`src/rtl/fifo_sched_pkg.sv`:
```
// Shared types and helpers for the readout-FIFO write scheduler.
package fifo_sched_pkg;

  typedef enum logic [1:0] {
    IDLE_s,
    HDR_s,
    DATA_s
  } sched_state_t;

  // Upper nibble of every block header byte; lower nibble carries the channel id.
  localparam logic [3:0] HDR_SYNC = 4'hA;

  // Widest request vector the pick helper handles (grant ids are 4 bits).
  localparam int unsigned MAX_CH = 16;

  typedef struct packed {
    logic       found;
    logic [3:0] idx;
  } rr_pick_t;

  // First requesting index at or after ptr, wrapping modulo nch.
  function automatic rr_pick_t rr_pick(input logic [MAX_CH-1:0] req,
                                       input logic [3:0]        ptr,
                                       input int unsigned       nch);
    rr_pick_t    r;
    int unsigned cand;
    r = '0;
    for (int unsigned k = 0; k < MAX_CH; k++) begin
      cand = 32'(ptr) + k;
      if (cand >= nch) cand = cand - nch;
      if ((k < nch) && !r.found && req[cand[3:0]]) begin
        r.found = 1'b1;
        r.idx   = cand[3:0];
      end
    end
    return r;
  endfunction

endpackage

```
`src/rtl/fifo_wr_sched_rr_arbiter.sv`:
```
// Round-robin channel picker: combinational pick plus the rotating start pointer.
module rr_arbiter
  import fifo_sched_pkg::*;
#(
  parameter int unsigned NCH = 4
) (
  input  logic           clk,
  input  logic           arstn,
  input  logic [NCH-1:0] req,
  input  logic           adv,
  input  logic [3:0]     last_id,
  output logic           found,
  output logic [3:0]     pick
);

  logic [3:0] rr_ptr;
  rr_pick_t   sel;

  // Winner search starting at the current pointer.
  always_comb begin
    sel   = rr_pick(MAX_CH'(req), rr_ptr, NCH);
    found = sel.found;
    pick  = sel.idx;
  end

  // Pointer moves past the channel that just completed a full block.
  always_ff @(posedge clk or negedge arstn) begin
    if (!arstn) begin
      rr_ptr <= '0;
    end else if (adv) begin
      rr_ptr <= (last_id == 4'(NCH-1)) ? '0 : last_id + 4'd1;
    end
  end

endmodule

```
`src/rtl/fifo_wr_sched.sv`:
```
// Write-side scheduler for the shared readout FIFO: one header plus a fixed-size
// payload block per grant, channels served in round-robin order.
module fifo_wr_sched
  import fifo_sched_pkg::*;
#(
  parameter int unsigned NCH        = 4,
  parameter int unsigned BLOCKSIZE  = 64,
  parameter int unsigned FIFO_DEPTH = 1024,
  parameter int unsigned MARGIN     = 2
) (
  input  logic             clk,
  input  logic             arstn,
  input  logic [NCH-1:0]   ch_req,
  input  logic [NCH-1:0]   ch_valid,
  input  logic [8*NCH-1:0] ch_data,
  output logic [NCH-1:0]   ch_ready,
  output logic [NCH-1:0]   ch_abort,
  input  logic [9:0]       wrcnt,
  input  logic             fifoClr,
  output logic             fifoWr,
  output logic [7:0]       wdata,
  output logic [3:0]       grant_id,
  output logic             busy
);

  localparam int unsigned CW = $clog2(BLOCKSIZE);

  sched_state_t   state, state_nxt;
  logic [CW-1:0]  bytecnt;
  logic [10:0]    need;
  logic           space_ok;
  logic           room;
  logic           arb_found;
  logic [3:0]     arb_pick;
  logic [NCH-1:0] gid_oh;
  logic           hs;
  logic [7:0]     sel_data;
  logic           last_hs;
  logic           grant_done;

  assign need     = {1'b0, wrcnt} + 11'(BLOCKSIZE + 1 + MARGIN);
  assign space_ok = (need <= 11'(FIFO_DEPTH));
  assign room     = ({1'b0, wrcnt} < 11'(FIFO_DEPTH - 1));

  rr_arbiter #(
    .NCH (NCH)
  ) u_arb (
    .clk     (clk),
    .arstn   (arstn),
    .req     (ch_req),
    .adv     (grant_done),
    .last_id (grant_id),
    .found   (arb_found),
    .pick    (arb_pick)
  );

  // Decode the granted channel and select its valid/data without a variable-width index.
  always_comb begin
    gid_oh   = '0;
    sel_data = '0;
    for (int unsigned i = 0; i < NCH; i++) begin
      if (grant_id == 4'(i)) begin
        gid_oh[i] = 1'b1;
        sel_data  = ch_data[8*i +: 8];
      end
    end
    hs         = |(ch_valid & ch_ready);
    last_hs    = hs && (bytecnt == CW'(BLOCKSIZE - 1));
    grant_done = (state == DATA_s) && last_hs && !fifoClr;
  end

  // State register.
  always_ff @(posedge clk or negedge arstn) begin
    if (!arstn) state <= IDLE_s;
    else        state <= state_nxt;
  end

  // Next state: a FIFO clear overrides everything, including the final handshake.
  always_comb begin
    state_nxt = state;
    case (state)
      IDLE_s: if (!fifoClr && space_ok && arb_found) state_nxt = HDR_s;
      HDR_s:  state_nxt = fifoClr ? IDLE_s : DATA_s;
      DATA_s: if (fifoClr || last_hs) state_nxt = IDLE_s;
      default: state_nxt = IDLE_s;
    endcase
  end

  // Combinational outputs: accept strobe to the granted channel while the FIFO has a free slot.
  always_comb begin
    busy     = (state != IDLE_s);
    ch_ready = (state == DATA_s && room) ? gid_oh : '0;
  end

  // Registered datapath: grant latch, FIFO write port, byte counter, abort pulse.
  always_ff @(posedge clk or negedge arstn) begin
    if (!arstn) begin
      grant_id <= '0;
      fifoWr   <= 1'b0;
      wdata    <= '0;
      bytecnt  <= '0;
      ch_abort <= '0;
    end else begin
      fifoWr   <= 1'b0;
      ch_abort <= '0;
      case (state)
        IDLE_s: begin
          if (state_nxt == HDR_s) grant_id <= arb_pick;
        end
        HDR_s: begin
          if (fifoClr) begin
            ch_abort <= gid_oh;
          end else begin
            fifoWr  <= 1'b1;
            wdata   <= {HDR_SYNC, grant_id};
            bytecnt <= '0;
          end
        end
        DATA_s: begin
          if (fifoClr) begin
            ch_abort <= gid_oh;
          end else if (hs) begin
            fifoWr  <= 1'b1;
            wdata   <= sel_data;
            bytecnt <= bytecnt + 1'b1;
          end
        end
        default: ;
      endcase
    end
  end

endmodule

```
`config.mk`:
```
export PLATFORM = sky130hd
export DESIGN_NAME = fifo_wr_sched
export DESIGN_NICKNAME = d
export VERILOG_FILES = /design/src/rtl/fifo_sched_pkg.sv /design/src/rtl/fifo_wr_sched_rr_arbiter.sv /design/src/rtl/fifo_wr_sched.sv
export SDC_FILE = /design/constraint.sdc
export NUM_CORES = 1
export LEC_CHECK = 0
export CORE_MARGIN = 2
export CORE_UTILIZATION = 42
export DETAILED_ROUTE_END_ITERATION = 7
export PLACE_DENSITY = 0.77
export SLEW_MARGIN = 20
export SYNTH_ARGS = -nofsm -noshare
export SYNTH_HDL_FRONTEND = slang
export SYNTH_HIERARCHICAL = 1
export SYNTH_SLANG_ARGS = --single-unit
```
`constraint.sdc`:
```
create_clock -name clk -period 3.18 [get_ports clk]
set_input_delay 0.954 -clock clk [delete_from_list [all_inputs] [get_ports clk]]
set_output_delay 0.954 -clock clk [all_outputs]
set_load 0.005 [all_outputs]
```
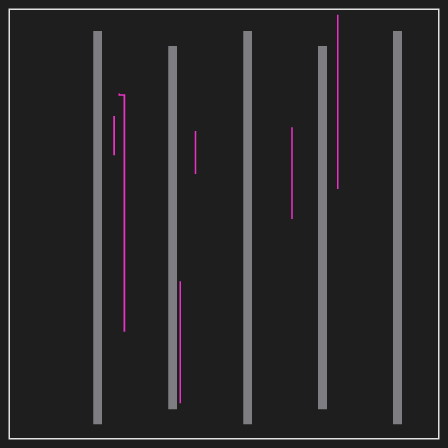
*Met4 routing*
Supply wires on this layer in gray.
The longest straight run is 42.7 um. 5 nets have wire on it. The layer holds 2.0% of the routed length. The layer carries 127 um of wire.

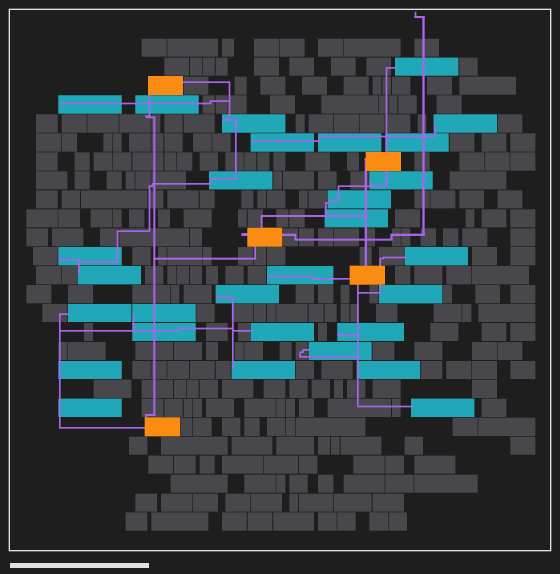
*Routed clock nets over the placement*
Bar = 20 um.
clock drivers: marked orange, count 5. clock wires: marked purple, length 462 um. flip-flops: marked cyan, count 29.
There are 6 routed clock nets.

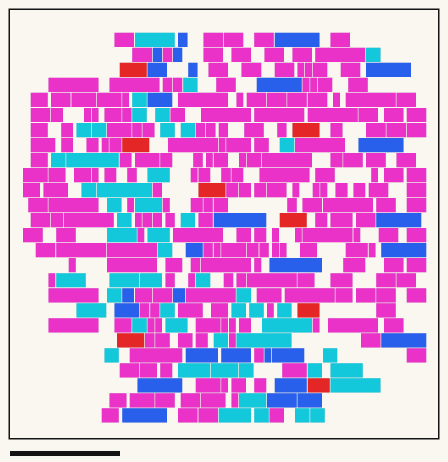
*Cells by drive strength*
Bar = 20 um.
_0 and _1 cells: marked magenta, cells 243, share 73%. _3 and _4 cells: marked cyan, cells 52, share 16%. _6 and larger: marked red, cells 8, share 2.4%. _2 cells: marked blue, cells 28, share 8.5%.
bufs w/o clock: 108
PnR worst setup slack: -14.9 ps
synth-to-layout area growth: 56.1%
fin area: 3540 um2

==> results.toml <==
# synthesis and place-and-route metrics
[final_layout]
numSequentialCells = 29
instances_no_fill = 401
area.share.sequential = 0.206
n_all_inverters = 13
combGateArea_um2 = 1610
post-route-util = 0.685
fillers = 386
largest_reg_flops = 8
layout_top_cells = "58 x clkdlybuf4s50_1, 32 x buf_4, 27 x dfrtp_1, 15 x nand2_1, 13 x nor2_1"
clock_buffers = 7
clk_share = 0.0244

[cts]
clock-root-buffer = "clkbuf_8"
clock_sinks = 29
cts_tree = "built"

[status]
status = "finished, violations left"
violations = "negative setup slack"

[drt]
wl_per_cell_um = 15.8
via_per_inst = 5.42
wl_met2_um = 3030
drt_iter0_markers = 102
first_pass_iters = 4
ant_nets = 0
dr_wl_met3_um = 349

[final_timing]
setup_slack_ps = -14.9
fin_worst_skew_ps = 6.30
slew_viol_final = 0
rsz0062_at_grt = "true"
hold_viol_final = 0
setup_viol = 4
fin_crit_sh = 1.00
period_minus_slack_ps = 3190

[placed_design]
hpwl_um = 4560
place_ws_ps = -412
numPortBuffers = 74
dp.cells = 388

[run]
warnings = 35
cap_violations = 0

[setup_path]
slowest_delay_ps = 440
worstSetupEndpointType = "flop"
crit_path_start = "u_arb/rr_ptr[2]$_DFFE_PN0P_"
r2r_cells = 16
cp-endpoint = "grant_id[3]$_DFFE_PN0P_"
cp_num_buf_inv = 3
r2r-start = "u_arb/rr_ptr[2]$_DFFE_PN0P_"
reg2reg_to = "grant_id[3]$_DFFE_PN0P_"
cpMostUsedCell = "nand2_2"
r2r_slack_ps = -10
critPathLaunchType = "flop"

[grt]
grt_max_degree = 30
grtUsageMet2 = 0.362
met3_usage = 0.0488
use_met1 = 0.268

[synthesis]
synth_area_um2 = 2270
ys.flops = 29
ys_cells = 226
synthArstFlopShare = 1.00
ys_area_um2 = 2270
topCombFamilyByArea = "simple AND/OR/NAND/NOR gates"
topCellsByArea = "dfrtp_1 32%, ha_1 8.8%, mux4_2 7.9%, mux2_1 4.0%, mux2i_1 3.1%"

[die]
fp_util = 0.439
die_w_um = 77.5
core-area_um2 = 5170
